===== src/rtl/alu_pkg.sv =====
// Shared types for the execute-stage ALU: aluop classes,
// decoded ALU controls and the shifter control states.
package alu_pkg;

    typedef enum logic [2:0] {
        OP_R     = 3'b000,
        OP_I     = 3'b001,
        OP_BR    = 3'b010,
        OP_JAL   = 3'b011,
        OP_LOAD  = 3'b100,
        OP_STORE = 3'b101,
        OP_LUI   = 3'b110,
        OP_NONE  = 3'b111
    } aluop_e;

    typedef enum logic [4:0] {
        ADD, SUB, SLL, SLT, SLTU, XOR, SRL, SRA, OR, AND,
        BEQ, BNE, BLT, BGE, BLTU, BGEU, PASSB, ILLEGAL
    } alu_ctrl_e;

    typedef enum logic [1:0] {
        IDLE, SHIFT, DONE
    } state_e;

    function automatic logic is_shift(alu_ctrl_e c);
        return (c == SLL) || (c == SRL) || (c == SRA);
    endfunction

endpackage


===== src/rtl/alu_exec_unit_if.sv =====
// Request/response handshake bundle between operand muxing,
// the ALU execute unit and writeback.
interface alu_exec_unit_if #(
    parameter int XLEN = 32
);
    logic            in_valid_i;
    logic            in_ready_o;
    logic [2:0]      aluop_i;
    logic [2:0]      funct3_i;
    logic            funct7b5_i;
    logic [XLEN-1:0] op_a_i;
    logic [XLEN-1:0] op_b_i;
    logic            out_valid_o;
    logic            out_ready_i;
    logic [XLEN-1:0] result_o;
    logic            branch_taken_o;
    logic            illegal_o;

    modport master (
        output in_valid_i, aluop_i, funct3_i, funct7b5_i,
        output op_a_i, op_b_i, out_ready_i,
        input  in_ready_o, out_valid_o, result_o,
        input  branch_taken_o, illegal_o
    );

    modport slave (
        input  in_valid_i, aluop_i, funct3_i, funct7b5_i,
        input  op_a_i, op_b_i, out_ready_i,
        output in_ready_o, out_valid_o, result_o,
        output branch_taken_o, illegal_o
    );
endinterface


===== src/rtl/alu_ctrl_dec.sv =====
// Combinational decode of aluop class plus funct3/funct7[5]
// into a concrete ALU control.
module alu_ctrl_dec
    import alu_pkg::*;
(
    input  logic [2:0] aluop_i,
    input  logic [2:0] funct3_i,
    input  logic       funct7b5_i,
    output alu_ctrl_e  ctrl_o
);
    aluop_e op;
    assign op = aluop_e'(aluop_i);

    always_comb begin
        ctrl_o = ILLEGAL;
        unique case (op)
            OP_R, OP_I: begin
                unique case (funct3_i)
                    // Immediate form has no subtract encoding.
                    3'b000: ctrl_o = (op == OP_R && funct7b5_i) ? SUB : ADD;
                    3'b001: ctrl_o = SLL;
                    3'b010: ctrl_o = SLT;
                    3'b011: ctrl_o = SLTU;
                    3'b100: ctrl_o = XOR;
                    3'b101: ctrl_o = funct7b5_i ? SRA : SRL;
                    3'b110: ctrl_o = OR;
                    3'b111: ctrl_o = AND;
                    default: ctrl_o = ILLEGAL;
                endcase
            end
            OP_BR: begin
                case (funct3_i)
                    3'b000:  ctrl_o = BEQ;
                    3'b001:  ctrl_o = BNE;
                    3'b100:  ctrl_o = BLT;
                    3'b101:  ctrl_o = BGE;
                    3'b110:  ctrl_o = BLTU;
                    3'b111:  ctrl_o = BGEU;
                    default: ctrl_o = ILLEGAL;
                endcase
            end
            OP_JAL, OP_LOAD, OP_STORE: ctrl_o = ADD;
            OP_LUI:  ctrl_o = PASSB;
            default: ctrl_o = ILLEGAL;
        endcase
    end
endmodule


===== src/rtl/alu_exec_unit.sv =====
// Execute-stage ALU: decode, compute, optional bit-serial
// shifter, registered result over a valid/ready handshake.
module alu_exec_unit
    import alu_pkg::*;
#(
    parameter int XLEN         = 32,
    parameter bit SERIAL_SHIFT = 1'b1
) (
    input  logic          clk_i,
    input  logic          rst_i,
    alu_exec_unit_if.slave bus
);
    localparam int SW = $clog2(XLEN);

    state_e          state;
    alu_ctrl_e       dec_op;
    alu_ctrl_e       op_q;
    logic [XLEN-1:0] work;
    logic [SW-1:0]   cnt;
    logic [XLEN-1:0] res_q;
    logic            taken_q;
    logic            ill_q;

    logic [SW-1:0]   shamt;
    logic            accept;
    logic            go_serial;
    logic [XLEN-1:0] calc_res;
    logic            calc_taken;
    logic [XLEN-1:0] step;
    logic            lt_s;
    logic            lt_u;

    alu_ctrl_dec u_dec (
        .aluop_i    (bus.aluop_i),
        .funct3_i   (bus.funct3_i),
        .funct7b5_i (bus.funct7b5_i),
        .ctrl_o     (dec_op)
    );

    assign bus.in_ready_o     = (state == IDLE) && !rst_i;
    assign bus.out_valid_o    = (state == DONE);
    assign bus.result_o       = res_q;
    assign bus.branch_taken_o = taken_q;
    assign bus.illegal_o      = ill_q;

    assign accept    = bus.in_valid_i && bus.in_ready_o;
    assign shamt     = bus.op_b_i[SW-1:0];
    assign go_serial = SERIAL_SHIFT && is_shift(dec_op) && (shamt != '0);
    assign lt_s      = $signed(bus.op_a_i) < $signed(bus.op_b_i);
    assign lt_u      = bus.op_a_i < bus.op_b_i;

    always_comb begin
        calc_res   = '0;
        calc_taken = 1'b0;
        unique case (dec_op)
            ADD:   calc_res = bus.op_a_i + bus.op_b_i;
            SUB:   calc_res = bus.op_a_i - bus.op_b_i;
            SLL:   calc_res = bus.op_a_i << shamt;
            SLT:   calc_res = XLEN'(lt_s);
            SLTU:  calc_res = XLEN'(lt_u);
            XOR:   calc_res = bus.op_a_i ^ bus.op_b_i;
            SRL:   calc_res = bus.op_a_i >> shamt;
            SRA:   calc_res = $signed(bus.op_a_i) >>> shamt;
            OR:    calc_res = bus.op_a_i | bus.op_b_i;
            AND:   calc_res = bus.op_a_i & bus.op_b_i;
            BEQ:   calc_taken = (bus.op_a_i == bus.op_b_i);
            BNE:   calc_taken = (bus.op_a_i != bus.op_b_i);
            BLT:   calc_taken = lt_s;
            BGE:   calc_taken = !lt_s;
            BLTU:  calc_taken = lt_u;
            BGEU:  calc_taken = !lt_u;
            PASSB: calc_res = bus.op_b_i;
            default: calc_res = '0;
        endcase
        if (calc_taken)
            calc_res = XLEN'(1'b1);
    end

    // One-bit step of the serial shifter; sra keeps the sign bit.
    always_comb begin
        step = work >> 1;
        unique case (op_q)
            SLL:     step = work << 1;
            SRA:     step = {work[XLEN-1], work[XLEN-1:1]};
            default: step = work >> 1;
        endcase
    end

    always_ff @(posedge clk_i) begin
        if (rst_i) begin
            state   <= IDLE;
            op_q    <= ADD;
            work    <= '0;
            cnt     <= '0;
            res_q   <= '0;
            taken_q <= 1'b0;
            ill_q   <= 1'b0;
        end else begin
            unique case (state)
                IDLE: begin
                    if (accept) begin
                        if (go_serial) begin
                            work  <= bus.op_a_i;
                            cnt   <= shamt;
                            op_q  <= dec_op;
                            state <= SHIFT;
                        end else begin
                            res_q   <= calc_res;
                            taken_q <= calc_taken;
                            ill_q   <= (dec_op == ILLEGAL);
                            state   <= DONE;
                        end
                    end
                end
                SHIFT: begin
                    work <= step;
                    cnt  <= cnt - SW'(1);
                    if (cnt == SW'(1)) begin
                        res_q   <= step;
                        taken_q <= 1'b0;
                        ill_q   <= 1'b0;
                        state   <= DONE;
                    end
                end
                DONE: begin
                    if (bus.out_ready_i)
                        state <= IDLE;
                end
                default: state <= IDLE;
            endcase
        end
    end
endmodule


===== src/flat_wrapper.sv =====
// flat-port wrapper written by rule: the top's interface ports become plain ports
module alu_exec_unit_flat import alu_pkg::*;
#(
    parameter int XLEN         = 32,
    parameter bit SERIAL_SHIFT = 1'b1
)
  (clk_i, rst_i, bus_in_valid_i, bus_aluop_i, bus_funct3_i, bus_funct7b5_i, bus_op_a_i, bus_op_b_i, bus_out_ready_i, bus_in_ready_o, bus_out_valid_o, bus_result_o, bus_branch_taken_o, bus_illegal_o);
  alu_exec_unit_if #(.XLEN(XLEN)) bus_i ();
  input  logic clk_i;
  input  logic rst_i;
  input wire logic [$bits(bus_i.in_valid_i)-1:0] bus_in_valid_i;
  input wire logic [$bits(bus_i.aluop_i)-1:0] bus_aluop_i;
  input wire logic [$bits(bus_i.funct3_i)-1:0] bus_funct3_i;
  input wire logic [$bits(bus_i.funct7b5_i)-1:0] bus_funct7b5_i;
  input wire logic [$bits(bus_i.op_a_i)-1:0] bus_op_a_i;
  input wire logic [$bits(bus_i.op_b_i)-1:0] bus_op_b_i;
  input wire logic [$bits(bus_i.out_ready_i)-1:0] bus_out_ready_i;
  output wire logic [$bits(bus_i.in_ready_o)-1:0] bus_in_ready_o;
  output wire logic [$bits(bus_i.out_valid_o)-1:0] bus_out_valid_o;
  output wire logic [$bits(bus_i.result_o)-1:0] bus_result_o;
  output wire logic [$bits(bus_i.branch_taken_o)-1:0] bus_branch_taken_o;
  output wire logic [$bits(bus_i.illegal_o)-1:0] bus_illegal_o;
  assign bus_i.in_valid_i = bus_in_valid_i;
  assign bus_i.aluop_i = bus_aluop_i;
  assign bus_i.funct3_i = bus_funct3_i;
  assign bus_i.funct7b5_i = bus_funct7b5_i;
  assign bus_i.op_a_i = bus_op_a_i;
  assign bus_i.op_b_i = bus_op_b_i;
  assign bus_i.out_ready_i = bus_out_ready_i;
  assign bus_in_ready_o = bus_i.in_ready_o;
  assign bus_out_valid_o = bus_i.out_valid_o;
  assign bus_result_o = bus_i.result_o;
  assign bus_branch_taken_o = bus_i.branch_taken_o;
  assign bus_illegal_o = bus_i.illegal_o;
  alu_exec_unit #(.XLEN(XLEN), .SERIAL_SHIFT(SERIAL_SHIFT)) u_core (.clk_i(clk_i), .rst_i(rst_i), .bus(bus_i));
endmodule

===== config.mk =====
export PLATFORM = sky130hd
export DESIGN_NAME = alu_exec_unit_flat
export DESIGN_NICKNAME = d
export VERILOG_FILES = /design/src/rtl/alu_pkg.sv /design/src/rtl/alu_exec_unit_if.sv /design/src/rtl/alu_ctrl_dec.sv /design/src/rtl/alu_exec_unit.sv /design/src/flat_wrapper.sv
export SDC_FILE = /design/constraint.sdc
export NUM_CORES = 1
export LEC_CHECK = 0
export CAP_MARGIN = 25
export CORE_MARGIN = 2
export CORE_UTILIZATION = 45
export DETAILED_ROUTE_END_ITERATION = 16
export PLACE_DENSITY_LB_ADDON = 0.12
export SLEW_MARGIN = 20
export SYNTH_ARGS = -nofsm -noshare
export SYNTH_HDL_FRONTEND = slang
export SYNTH_HIERARCHICAL = 1
export SYNTH_SLANG_ARGS = --single-unit

===== constraint.sdc =====
create_clock -name clk_i -period 5.3 [get_ports clk_i]
set_clock_uncertainty 0.15 [all_clocks]
set_input_delay 0.795 -clock clk_i [delete_from_list [all_inputs] [get_ports clk_i]]
set_output_delay 0.795 -clock clk_i [all_outputs]
set_load 0.02 [all_outputs]

**Run 1: where the registers sit**

Bar = 50 µm.
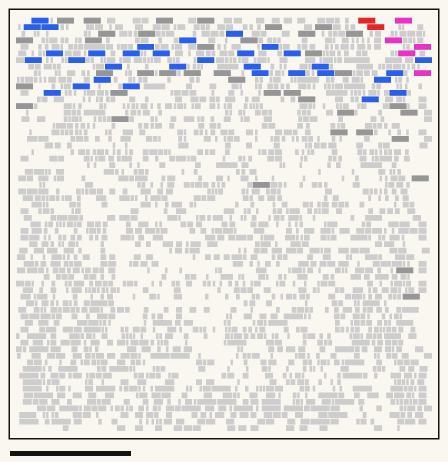
legend:
  magenta:
    signal: u_core/op_q
    placed_flops: 5
    where: top right
  red:
    signal: u_core/state
    placed_flops: 2
  blue:
    signal: u_core/work
    placed_flops: 32
    where: a band across the top

**Run 1: layout detail**

Bar = 5 µm. Region (79, 114) to (99, 134) µm. Cells in grey, sequential cells in the stronger grey; small squares are vias.
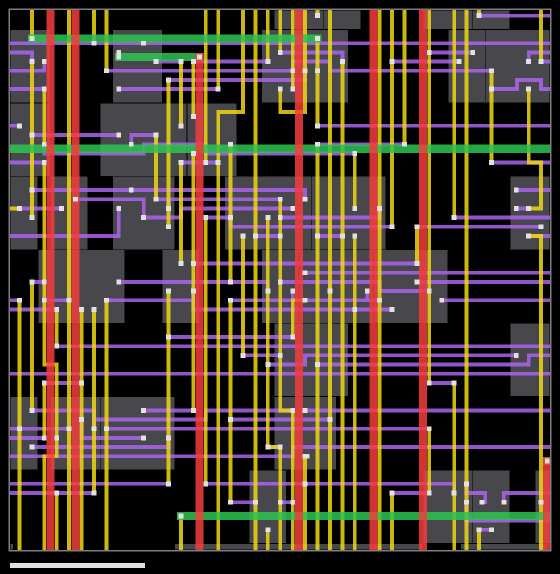
legend:
  green:
    layer: metal 3
  yellow:
    layer: metal 2
  purple:
    layer: metal 1
  red:
    layer: metal 4
most frequent: nand2_1 (4), o21bai_1 (3), a21oi_1 (3)
sequential cells in the window: 0
cells with their middle in the window: 26

**Run 1: routed metal, one colour a layer**

Bar = 50 µm.
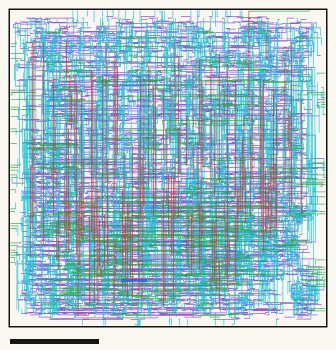
legend:
  cyan:
    layer: metal 2
    wire_length: 29.3 mm
  red:
    layer: metal 4
    wire_length: 5880 µm
  purple:
    layer: metal 1
    wire_length: 26.1 mm
  green:
    layer: metal 3
    wire_length: 6940 µm
  blue:
    layer: metal 5
    wire_length: 12.9 µm

**Run 1: selected gate families**

Bar = 50 µm.
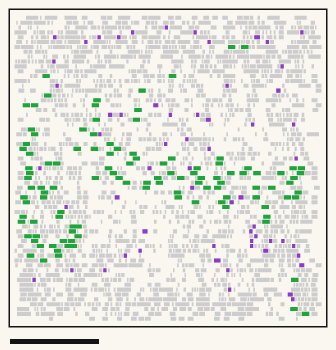
legend:
  purple:
    family: AND and OR gates
    cells: 60
    where: widely spread
  green:
    family: adder and majority cells
    cells: 111

==> impl_metrics.csv, run 1 <==
group,metric,value,unit
sta,rsz_0062_raised_after_global_routing,"no",
clock_network,cts_hold_buffers,0,
die,row_count,63,
routing,first_pass_iters,6,
final_layout,area_growth,16.0,%
sta,drv_slew,0,
yosys,syn_area,0.0135,mm²
grt,globalRouteOverflowTotal,0,
clock_network,cts_buffer_count,9,
hold_path,hold-path-endpoint,"u_core/op_q[0]",
critical_path,endpoint_of_the_worst_slack_reg_to_reg_timing_path,"u_core/bus.result_o[22]",
yosys,top_cell_area_share,0.116,
critical_path,worstRegToRegCells,9,
clock_network,clock_path_buffers,2,
yosys,synthesis.area_per_instance,7.14,µm²
yosys,ys_dominant_reg_cell,"dfxtp_1",
yosys,synth_flop_count,78,
outcome,run_status,"finished, final reports clean",
sta,fmax,0.206,GHz
critical_path,timing.critical_path.from_type,"primary input",
sta,final.setup.tns,0,ns
pwr,total_power,2.87,mW
yosys,synth.area.top_cells,"dfxtp_1 (12%), ha_1 (10%), mux4_2 (6.2%)",
critical_path,rrSetupSlack,1.82,ns
critical_path,cp_slowest_stage_delay,0.58,ns
yosys,synth.lib_cells_used.distinct,94,
routing,wl_per_cell,28.9,µm
yosys,ys_seq_share,0.116,
routing,final_antenna_net_count,0,
critical_path,crit_path_cell_trace,"clkdlybuf4s50_1 > inv_1 > ha_1 > nor3_1 > nand4_1 > o211ai_1 > buf_4 > nor2_1 > and3_1 > buf_4 > a22oi_1 > o21ai_0 > a2111oi_0 > o311ai_0 > buf_4 > a21oi_1 > nor3_1",
die,chip_area,0.0314,mm²
critical_path,worstPathArrival,4.89,ns
critical_path,path_delay_family,"AND-OR/OR-AND gates",
hold_path,whs_path_depth,2,
run,warning_count,101,
sta,worstMarginPinSlew,1.06,ns
final_layout,drive_gt1_frac,0.125,
clock_network,htree_num_levels,3,
sta,timing.final.crit_share,0.915,
hold_path,startpoint_of_the_worst_hold_path,"u_core/op_q[0]",
grt,grt_pass1_wl,99300,µm
pwr,static-leakage-power,6.29,nW
hold_path,timing.hold.worst.class,"reg2reg",
critical_path,timing_worst_setup_path_type,"in2reg",
placement,buffer_ports.inserted,110,
sta,slew_headroom,0.289,
yosys,floorplan.nets,2075,
routing,dr.first_iter.drc_count,2033,
critical_path,worstReg2RegStart,"u_core/cnt[0]",
grt,first_global_vias,15253,
clock_network,cts-root-buf,"clkbuf_16",
sta,post-route-min-period,4.85,ns
sta,setup_viol_count_final,0,
placement,place_congestion,1.11,
die,die_height,177,µm
yosys,synthesis.yosys.warnings,6,
yosys,synth.most_common_cell,"nand2_1",
critical_path,path_max_fanout,18,
critical_path,critPathMostFrequentCell,"buf_4",
grt,antenna_found_initial,2,
pwr,ir_drop,0.137,mV
routing,wirelength,68200,µm
yosys,yosys.area.top_type,"dfxtp_1",
yosys,common_cells,"nand2_1 (205), nor2_1 (200), a21oi_1 (146)",
clock_network,post-cts-setup-buffer-count,0,
pwr,power.density_cell_area,184,mW/mm²
die,standard_cell_core_area,0.0296,mm²
clock_network,worst_skew_pair.late_latency,0.35,ns
clock_network,cts.reportedPaths.clkPinSlew,0.07,ns
sta,final_critical_path_setup_slack,0.453,ns
die,num_io_pins,111,
yosys,synth-async-reset-ratio,0,
placement,hpwl_reported_at_the_end_of_detailed_placement,53300,µm
routing,detailroute.via_count,16476,
## run 1: per-stage QoR
step                       util  cell area, µm²  instances  hold WS, ns
final                     0.529           15600       2361        0.320
after global routing      0.529           15600       2360        0.346
after CTS                 0.529           15600       2360        0.320
after detailed placement  0.519           15300       2344        0.311
after global placement    0.519           15300       2344        0.309
after floorplan               -           13500       1889        0.295
## run 1: worst max path at each step
stage / from / to / slack, ns / cells past startpoint
floorplan: bus_op_b_i[3] / u_core/bus.result_o[20] / 0.69 / 16
global placement: bus_funct3_i[1] / u_core/bus.result_o[9] / 0.29 / 15
detailed placement: bus_funct3_i[1] / u_core/bus.result_o[9] / 0.25 / 15
CTS: bus_funct3_i[1] / u_core/bus.result_o[9] / 0.58 / 17
global route: bus_funct3_i[1] / u_core/bus.result_o[22] / 0.31 / 16
finish: bus_funct3_i[1] / u_core/bus.result_o[9] / 0.45 / 17
## run 1: cells in the final DEF, fill, tap and decap left out, types with 14 or more instances in the layout
cell type / Yosys / layout
nor2_1: 200 / 197
buf_4: 7 / 104
a21oi_1: 146 / 146
nand2b_1: 20 / 19
nor3_1: 70 / 70
and3_1: 18 / 18
a311oi_1: 16 / 16
o22ai_1: 24 / 24
clkdlybuf4s50_1: 0 / 105
o221ai_1: 15 / 15
nand3_1: 43 / 41
inv_1: 97 / 95
o21bai_1: 16 / 16
a221oi_1: 17 / 17
mux2_2: 38 / 38
o211ai_1: 36 / 36
a211oi_1: 31 / 30
o21ai_0: 110 / 110
a22oi_1: 21 / 21
ha_1: 109 / 109
a31oi_1: 29 / 29
dfxtp_1: 78 / 78
nor2b_1: 20 / 19
mux4_2: 37 / 37
mux2i_1: 81 / 81
a21o_1: 16 / 16
and2_1: 14 / 14
nand2_1: 205 / 205
## run 1: logic make-up after synthesis
group | after synthesis | synth area share
adder cells (fa/ha/maj) | 111 | 0.104
AND/OR/NAND/NOR | 657 | 0.224
XOR/XNOR | 8 | 0.00520
flip-flops | 78 | 0.116
buffers and inverters | 254 | 0.0775
multiplexers | 157 | 0.155
AND-OR/OR-AND | 624 | 0.319
## run 1: final cells by class
type,instances,area (µm²)
Antenna cell,1,2.50
Clock buffer,10,229
Clock inverter,6,71.3
Fill cell,2990,13900
Inverter,98,368
Multi-Input combinational cell,1557,10900
Sequential cell,78,1560
Tap cell,390,488
Timing Repair Buffer,221,2010
## run 1: where the power goes
part / switching, mW / internal [mW] / leakage, nW / total [mW]
clock network: 0.274 / 0.369 / 0.139 / 0.642
registers: 0.0258 / 0.622 / 0.634 / 0.648
logic: 1.00 / 0.581 / 5.51 / 1.58
## run 1: tightest hold or removal path: stages, from the launching register on
cell and delay, ns:
dfxtp_1 0.32, nand2_1 0.05, a21oi_1 0.05
## run 1: state kept, by name (all words and copies together), names as in the netlist
| register | cells |
|---|---|
| u_core/cnt | 5 |
| u_core/state | 2 |
| u_core/bus.illegal_o | 1 |
| u_core/work | 32 |
| u_core/bus.branch_taken_o | 1 |
| u_core/bus.result_o | 32 |
| u_core/op_q | 5 |
## run 1: layer usage
layer  up-vias  GRT usage  wire length, µm
met2      1145      0.660            29300
met3       271     0.0979             6940
met1      7846      0.527            26100
li1       7212          -                -
met4         2      0.299             5880
met5         -          0               12
==> run 2, diff against run 1 <==
--- a/config.mk
+++ b/config.mk
@@ -5,11 +5,12 @@
 export SDC_FILE = /design/constraint.sdc
 export NUM_CORES = 1
 export LEC_CHECK = 0
-export CAP_MARGIN = 25
+export ABC_CLOCK_PERIOD_IN_PS = 5300
 export CORE_MARGIN = 2
 export CORE_UTILIZATION = 45
 export DETAILED_ROUTE_END_ITERATION = 16
 export PLACE_DENSITY_LB_ADDON = 0.12
+export REMOVE_ABC_BUFFERS = 1
 export SLEW_MARGIN = 20
 export SYNTH_ARGS = -nofsm -noshare
 export SYNTH_HDL_FRONTEND = slang
**Run 2: where the registers sit**

Bar = 50 µm.
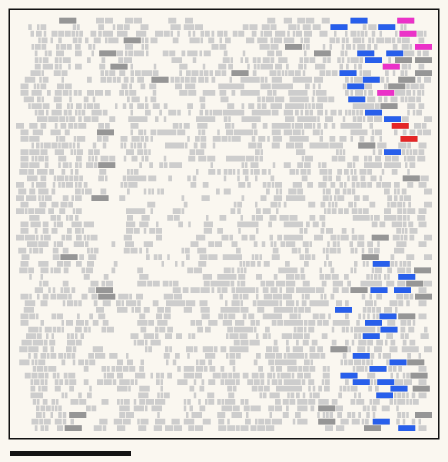
legend:
  magenta:
    signal: u_core/op_q
    placed_flops: 5
    where: top right
  blue:
    signal: u_core/work
    placed_flops: 32
    where: a column on the right
  red:
    signal: u_core/state
    placed_flops: 2
power of the sequential group: 0.650 mW
fraction of area in registers: 0.0977

**Run 2: routed metal, one colour a layer**

Bar = 50 µm.
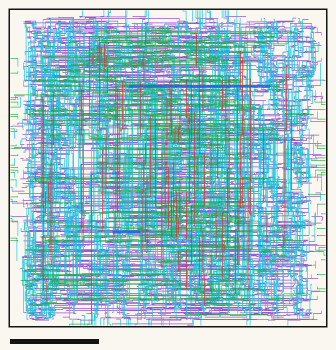
legend:
  green:
    layer: metal 3
    wire_length: 10200 µm
  red:
    layer: metal 4
    wire_length: 3340 µm
  cyan:
    layer: metal 2
    wire_length: 28.3 mm
  blue:
    layer: metal 5
    wire_length: 91.1 µm
  purple:
    layer: metal 1
    wire_length: 27.8 mm

**Run 2: selected gate families**

Bar = 50 µm.
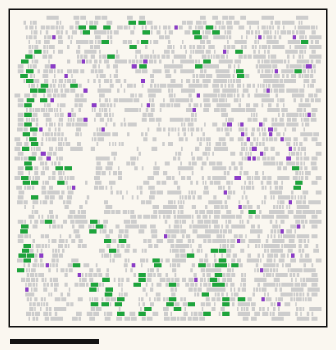
legend:
  green:
    family: adder and majority cells
    cells: 111
    where: widely spread
  purple:
    family: AND and OR gates
    cells: 60
    where: widely spread
multi-input logic portion of the cell area: 0.682
most common cell after layout, fill and taps aside: nand2_1

==> run 2 against run 1 <==
  * Hold slack improved by 0.0040 ns
  * Clock power increased by 11%
  * Flip-flop count unchanged
  * Via count increased by 1.3%
  * Global-route usage increased by 0.71 points
  * First-iteration DRC count increased by 36%
  * Combinational power increased by 4%
  * Cell area increased by 2.2%
==> impl_metrics.csv, run 2 <==
group,metric,value,unit
critical_path,timing.critical_path.from_type,"primary input",
clock_network,cts-root-buf,"clkbuf_16",
die,floorplanUtilization,0.456,
critical_path,critical_path_required_time,5.39,ns
pwr,static-leakage-power,6.54,nW
critical_path,worstReg2RegStart,"u_core/cnt[0]",
yosys,synthesis.area_per_instance,7.14,µm²
sta,fmax,0.197,GHz
sta,slew_headroom,0.209,
critical_path,worst_path_max_delay_cell,"a2111oi_1",
critical_path,endpoint_of_the_worst_slack_reg_to_reg_timing_path,"u_core/bus.result_o[11]",
sta,post-route-min-period,5.09,ns
sta,worstMarginPinSlew,1.18,ns
yosys,synth.lib_cells_used.distinct,94,
outcome,run_status,"finished, final reports clean",
clock_network,cts_buffer_count,9,
clock_network,htree_num_levels,3,
sta,drv_slew,0,
sta,final.setup.tns,0,ns
placement,hpwl_reported_at_the_end_of_detailed_placement,53100,µm
grt,first_global_vias,15405,
sta,hold_viol,0,
sta,rsz_0062_raised_after_global_routing,"no",
placement,place_congestion,1.08,
grt,maximum_number_of_pins_on_one_net_before_global_route_repair,87,
grt,globalRouteOverflowTotal,0,
critical_path,critical_path_buf_inv_count,3,
critical_path,worstPathArrival,5.17,ns
pwr,ir_drop,0.149,mV
pwr,intPower,1.65,mW
sta,final_critical_path_setup_slack,0.214,ns
routing,wirelength,69700,µm
yosys,ys_dominant_reg_cell,"dfxtp_1",
pwr,power.density_cell_area,188,mW/mm²
pwr,power_switching_share,0.451,
sta,setup_viol_count_final,0,
final_layout,antenna-diode-count,0,
critical_path,worstSetupPathDepth,13,
critical_path,cp_slowest_stage_delay,0.90,ns
critical_path,critPathMostFrequentCell,"o21ai_0",
grt,grt_pass1_wl,101000,µm
final_layout,nNetsFinal,2202,
critical_path,worstRegToRegCells,8,
critical_path,rrSetupSlack,1.66,ns
routing,first_pass_iters,6,
critical_path,path_delay_family,"AND-OR/OR-AND gates",
die,standard_cell_core_area,0.0296,mm²
die,row_count,63,
placement,buffer_ports.inserted,110,
hold_path,timing.hold.worst.class,"reg2reg",
pwr,total_power,3.00,mW
die,die_width,177,µm
final_layout,stdcell_area,0.0160,mm²
routing,final_antenna_net_count,0,
routing,detailroute.via_count,16696,
final_layout,drive_gt1_frac,0.148,
grt,antenna_found_initial,1,
die,chip_area,0.0314,mm²
yosys,synthesis.yosys.warnings,6,
clock_network,post-cts-setup-buffer-count,0,
critical_path,path_max_fanout,6,
clock_network,cts.reportedPaths.clkPinSlew,0.08,ns
yosys,synth.area.top_cells,"dfxtp_1 (12%), ha_1 (10%), mux4_2 (6.2%)",
yosys,yosys.area.top_type,"dfxtp_1",
critical_path,crit_path_cell_trace,"clkdlybuf4s50_1 > inv_1 > ha_1 > a211oi_1 > o211ai_1 > a41oi_1 > o21ai_0 > nand2_1 > nor2_1 > a2111oi_1 > o21ai_0 > buf_4 > o2bb2ai_1",
pwr,combPwrFrac,0.546,
clock_network,cts_hold_buffers,0,
clock_network,worst_skew_pair.late_latency,0.37,ns
routing,wl_per_cell,28.9,µm
critical_path,worst_setup_path_startpoint,"bus_op_a_i[1]",
final_layout,area_growth,18.5,%
yosys,ys_seq_share,0.116,
yosys,count_of_library_flops_with_an_enable_pin,0,
critical_path,last_element_of_the_critical_path,"u_core/bus.result_o[13]",
die,die_height,177,µm
run,warning_count,100,
run,cap_viol_max_count,0,
yosys,synth-async-reset-ratio,0,
clock_network,tritoncts,"done",
pwr,clock_power_share,0.237,
final_layout,layout.core_utilization,0.541,
yosys,syn_area,0.0135,mm²
yosys,top_cell_area_share,0.116,
placement,placement.cell_area,0.0157,mm²
sta,timing.final.crit_share,0.960,
routing,dr.first_iter.drc_count,2757,
die,num_io_pins,111,
pwr,power.switching,1.35,mW
pwr,power.share.sequential,0.216,
final_layout,final_cell_mix,"nand2_1 (205), nor2_1 (197), buf_4 (159), a21oi_1 (146), o21ai_0 (110)",
yosys,synth_flop_count,78,
yosys,synth.most_common_cell,"nand2_1",
critical_path,timing_worst_setup_path_type,"in2reg",
clock_network,clock_path_buffers,2,
yosys,common_cells,"nand2_1 (205), nor2_1 (200), a21oi_1 (146)",
[run 2: netlist changes by cell type in the layout (fill, tap and decap cells not counted), moves of 2 or more]
cell / delta
a2111oi_1: +2
clkinv_2: +2
buf_12: -4
buf_4: +55
clkinvlp_4: -2
a2111oi_0: -2
[run 2: cell families after synthesis]
group           count (synthesis)  share of synthesized area
simple gates                  657                      0.224
compound gates                624                      0.319
buf+inv                       254                     0.0775
mux                           157                      0.155
fa+ha+maj                     111                      0.104
flops                          78                      0.116
xor+xnor                        8                    0.00520
[run 2: metrics by stage]
step | hold WS [ns] | instances
after floorplan | 0.289 | 1733
after global placement | 0.313 | 2395
after detailed placement | 0.318 | 2395
after CTS | 0.327 | 2410
after global routing | 0.342 | 2410
final | 0.324 | 2410
[run 2: worst min path at each step]
stage	startpoint	end	slack, ns	cells after the start
3_5_place_dp	u_core/op_q[4]	u_core/op_q[4]	0.32	1
6_report	u_core/op_q[3]	u_core/op_q[3]	0.32	1
2_1_floorplan	u_core/op_q[0]	u_core/op_q[0]	0.29	2
5_1_grt	u_core/op_q[4]	u_core/op_q[4]	0.34	1
4_1_cts	u_core/op_q[4]	u_core/op_q[4]	0.33	1
3_3_place_gp	u_core/op_q[2]	u_core/op_q[2]	0.31	2
[run 2: layout make-up]
type                       instances  area [µm²]
multi-input combinational       1557       10900
timing repair buffer             272        2340
clock inverter                     6        87.6
clock buffer                       9         225
inverter                          98         368
sequential                        78        1560
fill                            2941       13600
tap                              390         488
[run 2: layer usage]
metal / wire length, µm / GRT usage / up-vias / share of wire
li1: - / - / 7310 / -
met1: 27800 / 0.584 / 7903 / 0.40
met2: 28300 / 0.622 / 1246 / 0.41
met3: 10200 / 0.159 / 233 / 0.15
met4: 3340 / 0.181 / 4 / 0.048
met5: 91 / 0.0192 / - / 0.0013
[run 2: worst reg2reg max path: cells and delay by family (launching register included)]
family	cells	cell delay, ns
compound gates	3	1.37
buf+inv	1	0.21
flops	1	0.41
fa+ha+maj	1	0.17
simple gates	3	1.20
[run 2: power groups by stage]
stage	Sequential, mW	Clock [mW]	Combinational, mW
2_1_floorplan	0.683	0	0.812
3_3_place_gp	0.661	0	1.56
3_5_place_dp	0.662	0	1.56
4_1_cts	0.649	0.715	1.57
5_1_grt	0.653	0.738	1.71
6_report	0.650	0.712	1.64
Power and IR drop assume default switching activity.
